**src/rtl/logic_unit_pkg.sv**
```systemverilog
// Shared constants for the two-requester logic unit: opcodes, FSM states, default width.
package logic_unit_pkg;

    localparam int DEFAULT_WIDTH = 32;

    localparam logic [1:0] OP_AND = 2'b00;
    localparam logic [1:0] OP_OR  = 2'b01;
    localparam logic [1:0] OP_NOR = 2'b10;
    localparam logic [1:0] OP_XOR = 2'b11;

    typedef enum logic [1:0] {
        ST_IDLE = 2'b00,
        ST_EXEC = 2'b01,
        ST_RESP = 2'b10
    } state_t;

endpackage

```
**src/rtl/logic_unit_32bit.sv**
```systemverilog
// Combinational bitwise logic unit: AND / OR / NOR / XOR selected by op.
module logic_unit_32bit
    import logic_unit_pkg::*;
#(
    parameter int WIDTH = DEFAULT_WIDTH
) (
    input  logic [1:0]       op,
    input  logic [WIDTH-1:0] a,
    input  logic [WIDTH-1:0] b,
    output logic [WIDTH-1:0] result
);

    always_comb begin
        result = '0;
        case (op)
            OP_AND:  result = a & b;
            OP_OR:   result = a | b;
            OP_NOR:  result = ~(a | b);
            OP_XOR:  result = a ^ b;
            default: result = '0;
        endcase
    end

endmodule

```
**src/rtl/logic_unit_arbiter.sv**
```systemverilog
// Round-robin arbiter in front of a shared logic unit: grant in IDLE, compute in EXEC,
// hold the result in RESP until the consumer takes it.
module logic_unit_arbiter
    import logic_unit_pkg::*;
#(
    parameter int WIDTH = DEFAULT_WIDTH
) (
    input  logic             clock,
    input  logic             reset,
    input  logic             req0_valid,
    output logic             req0_ready,
    input  logic [1:0]       req0_op,
    input  logic [WIDTH-1:0] req0_a,
    input  logic [WIDTH-1:0] req0_b,
    input  logic             req1_valid,
    output logic             req1_ready,
    input  logic [1:0]       req1_op,
    input  logic [WIDTH-1:0] req1_a,
    input  logic [WIDTH-1:0] req1_b,
    output logic             resp_valid,
    output logic             resp_id,
    output logic [WIDTH-1:0] resp_data,
    input  logic             resp_ready,
    output logic             busy,
    output logic [1:0]       fsm_state
);

    // Handshake: a request transfers in the cycle reqN_valid && reqN_ready (IDLE only);
    // a result transfers in the cycle resp_valid && resp_ready, after which the unit idles.

    state_t           state;
    state_t           next_state;
    logic             prio;
    logic             grant0;
    logic             grant1;
    logic [1:0]       op_q;
    logic [WIDTH-1:0] a_q;
    logic [WIDTH-1:0] b_q;
    logic             id_q;
    logic [WIDTH-1:0] result;

    logic_unit_32bit #(.WIDTH(WIDTH)) u_logic_unit (
        .op     (op_q),
        .a      (a_q),
        .b      (b_q),
        .result (result)
    );

    always_comb begin
        next_state = state;
        grant0     = 1'b0;
        grant1     = 1'b0;
        case (state)
            ST_IDLE: begin
                // A lone requester wins outright; prio only breaks ties.
                if (req0_valid && (!req1_valid || !prio)) begin
                    grant0     = 1'b1;
                    next_state = ST_EXEC;
                end else if (req1_valid) begin
                    grant1     = 1'b1;
                    next_state = ST_EXEC;
                end
            end
            ST_EXEC: next_state = ST_RESP;
            ST_RESP: if (resp_ready) next_state = ST_IDLE;
            default: next_state = ST_IDLE;
        endcase
    end

    always_ff @(posedge clock or posedge reset) begin
        if (reset) begin
            state     <= ST_IDLE;
            prio      <= 1'b0;
            op_q      <= 2'b00;
            a_q       <= '0;
            b_q       <= '0;
            id_q      <= 1'b0;
            resp_id   <= 1'b0;
            resp_data <= '0;
        end else begin
            state <= next_state;
            if (grant0 || grant1) begin
                op_q <= grant1 ? req1_op : req0_op;
                a_q  <= grant1 ? req1_a  : req0_a;
                b_q  <= grant1 ? req1_b  : req0_b;
                id_q <= grant1;
                prio <= grant0;
            end
            if (state == ST_EXEC) begin
                resp_data <= result;
                resp_id   <= id_q;
            end
        end
    end

    assign req0_ready = grant0;
    assign req1_ready = grant1;
    assign resp_valid = (state == ST_RESP);
    assign busy       = (state != ST_IDLE);
    assign fsm_state  = state;

endmodule
```
**config.mk**
```make
export PLATFORM = sky130hd
export DESIGN_NAME = logic_unit_arbiter
export DESIGN_NICKNAME = d
export VERILOG_FILES = /design/src/rtl/logic_unit_pkg.sv /design/src/rtl/logic_unit_32bit.sv /design/src/rtl/logic_unit_arbiter.sv
export SDC_FILE = /design/constraint.sdc
export NUM_CORES = 1
export LEC_CHECK = 0
export CORE_MARGIN = 5
export CORE_UTILIZATION = 25
export DETAILED_ROUTE_END_ITERATION = 8
export MAX_ROUTING_LAYER = met4
export SYNTH_ARGS = -nofsm -noshare
export SYNTH_HDL_FRONTEND = slang
export SYNTH_SLANG_ARGS = --single-unit
export TNS_END_PERCENT = 20
```
**constraint.sdc**
```tcl
create_clock -name clock -period 7.1 [get_ports clock]
set_input_delay 1.42 -clock clock [delete_from_list [all_inputs] [get_ports clock]]
set_output_delay 1.42 -clock clock [all_outputs]
set_load 0.02 [all_outputs]
```
==> impl_metrics.yaml <==
# synthesis and place-and-route metrics
outcome:
  run_status: "finished, final reports clean"
routing:
  drt_wl_total_mm: 20.12
  first_pass_iters: 4
  routed_via_density: 4.675
  ant_nets: 0
  drtIter0Drc: 284
  top_layer_used: "met4"
  wl_met2_mm: 9.340
  drc: 0
  wl_met3_mm: 1.076
  num_vias: 6120
  wl_met1_mm: 9.353
power:
  pwr_density_cell_nw_per_um2: 394.8
  p_leak_nw: 4.023
  vdd_drop_max_uv: 172.2
sta:
  final.setup_skew_ns: 0.01421
  setup_tns_ns: 0
  relSlewSlack: 0.2350
  tightest_slew_ns: 1.146
  drv_slew: 0
  rsz0062_at_grt: "no"
  setup_viol: 0
  fmax_mhz: 199.0
  finalCriticalPeriod_ns: 5.026
  period_used_share: 0.7078
  finalHoldViolations: 0
  finalHoldWorstSlack_ns: 0.4746
logic_synthesis:
  async_reset_ff_frac: 1.000
  post-synth-top-count-cell: "inv_1"
  ys_seq_share: 0.3714
  synth_warnings: 0
  yosys-top-cells-area: "dfrtp_1 37%, ha_1 12%, inv_1 7.2%"
  flop_cell: "dfrtp_1"
  ys_chip_area_um2: 6939
  yosys.area.top_type: "dfrtp_1"
  synthCells: 802
  edf_count: 0
  syn-num-nets: 1003
  ys_types: 30
  ys_seq_elements: 103
  syn_avg_cell_area_um2: 8.652
  top_area_frac: 0.3714
  synth.cell_area_um2: 6939
  synthTopCellsByCount: "133 x inv_1, 103 x dfrtp_1, 67 x o21ai_0"
  ys_cells: 802
worst_setup_path:
  r2r-end: "a_q[12]"
  crit_type: "input pin to output pin"
  reg2reg_from: "prio"
  crit_path_end_kind: "output pin"
  path_max_fanout: 67
  cp.required_ns: 5.68
  reg2reg_slack_ns: 4.56
  cp.arrival_ns: 3.61
  reg2reg_depth: 5
  startpoint_type: "input pin"
worst_hold_path:
  whs_endpoint: "resp_data[12]"
  holdPathStages: 2
  hold_class: "register to register"
  hp-start: "resp_data[12]"
die:
  die_w_um: 176.6
  die_y_um: 176.6
  die_area_um2: 31190
  fp_util: 0.2512
  coreArea_um2: 27630
  fp-row-count: 61
  pin_count: 176
clock_network:
  insertion_delay_ns: 0.36
  path_clk_slew_ns: 0.07
  numCtsBuffers: 9
  clock_sinks: 103
  ctsLongestPathBuffers: 2
  cts_root_buf: "clkbuf_16"
  cts-htree-levels: 3
  hold_buffers: 0
  cts_resized: 0
  cts_setup_buffers: 0
  cts_tree: "done"
run:
  tool_warnings: 58
  maxCapViolations: 0
finish:
  final_nets: 1127
  antenna_cells: 0
  syn_to_final_growth_pct: 33.21
  layout-drive-gt1-share: 0.03652
  fill_cells: 2885
  layoutNonFillerInstCount: 1309
global_route:
  grt_pass1_wl_mm: 32.53
  grt_pass1_vias: 6284
  grt_max_degree: 69
  antenna_found_initial: 0
  gr-total-overflow: 0
placement:
  hpwlAfterDp_mm: 13.43
  gp_congestion: 0.7277
  io_buffers: 175
  dp.cells: 1293
==> metal layers <==
metal	GRT usage	up-vias
li1	-	3011
met1	0.1672	2915
met2	0.2178	174
met3	0.02719	20
met4	0.04030	0
met5	-	-
==> cell usage in the layout (no fill, tap or decap), types with 4 or more instances in the layout <==
cell             count
a21boi_0            27
nor2b_1             32
nand2_1             38
nand2b_1            53
clkdlybuf4s50_1    175
o311ai_1            19
a211oi_1            32
o311ai_0            47
dfrtp_1            101
inv_1              132
nand3_1             66
ha_1                64
o21ai_0             67
o211a_1              5
clkinvlp_4           4
clkbuf_16            9
o31ai_1             32
buf_4                8
==> worst max-delay path by stage <==
| stage | start | endpoint | cells past startpoint |
|---|---|---|---|
| global route | req0_valid | req1_ready | 5 |
| CTS | req0_valid | req1_ready | 5 |
| global placement | req0_valid | req1_ready | 5 |
| detailed placement | req0_valid | req1_ready | 5 |
| floorplan | reset | a_q[0] | 1 |
| finish | req0_valid | req1_ready | 5 |
==> critical path, stage by stage <==
cell	delay, ns
clkdlybuf4s50_1	0.55
nand2b_2	0.12
buf_4	0.63
and2_2	0.27
clkdlybuf4s50_1	0.60
==> state kept, by name (all words and copies together), names as in the netlist <==
name and flops:
prio 1, fsm_state 2, resp_data 32, id_q 1
resp_id 1, op_q 2, b_q 32, a_q 32
==> through the flow <==
stage	worst slack, ns	cell area (um2)	power (mW)
after CTS	2.066	9244	3.724
after detailed placement	2.068	8951	3.192
after global placement	2.077	8951	3.115
after floorplan	2.976	6939	2.511
after global routing	1.968	9244	4.029
final	2.074	9244	3.650
==> logic make-up after synthesis <==
family                   count (synthesis)  synth area share
multiplexers                             2          0.003065
AND/OR/NAND/NOR                        197            0.1529
buffers and inverters                  204            0.1168
flip-flops                             103            0.3714
adder cells (fa/ha/maj)                 64            0.1154
AND-OR/OR-AND                          232            0.2404
==> power by group <==
group / switching [mW] / leakage [nW] / internal, mW / total (mW)
logic: 1.04 / 2.65 / 0.870 / 1.91
registers: 0.334 / 1.25 / 0.893 / 1.23
clock network: 0.240 / 0.128 / 0.274 / 0.514
==> final cells by class <==
class,instances,area (um2),share of cell area
sequential,103,2582,0.2794
multi-input combinational,495,3578,0.3871
inverter,134,505.5,0.05468
tap,378,473.0,0.05116
timing repair buffer,183,1812,0.1960
clock inverter,5,60.06,0.006497
clock buffer,11,232.7,0.02518
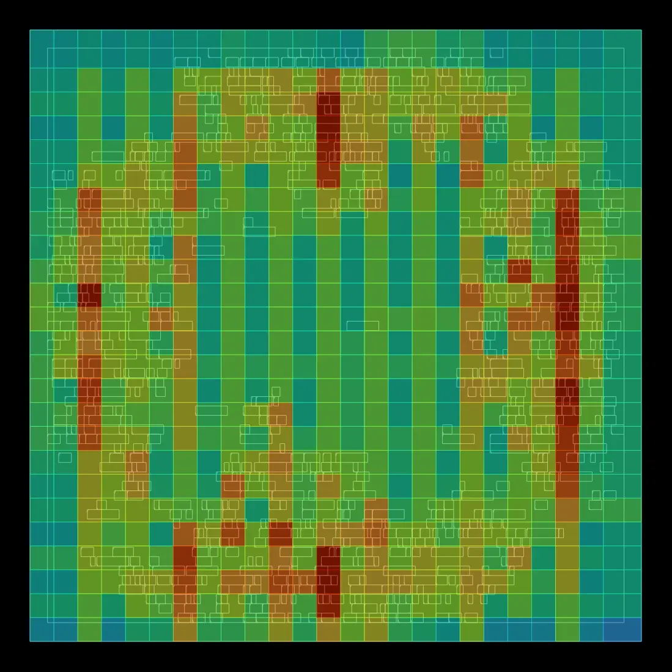
Figure 1: routing congestion.
global route hottest layer: met2
WL/cell: 15.37 um
Tot GR Track Use: 0.1333
GR Util met3: 0.02719
Util after Layout: 0.3346

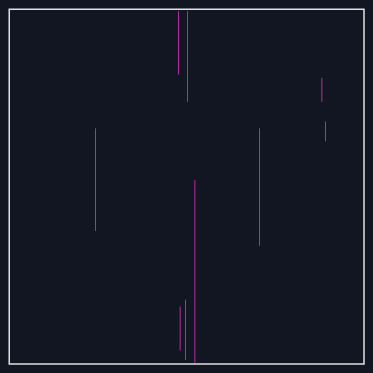
Figure 2: metal 4.
Drawn at 2 px/um.
nets with wire on the layer	7
longest straight run	91.1 um
share of all routed wire	1.7%
wire length on this layer	350 um

No activity file was given, so power comes from the tool's default toggle rates.
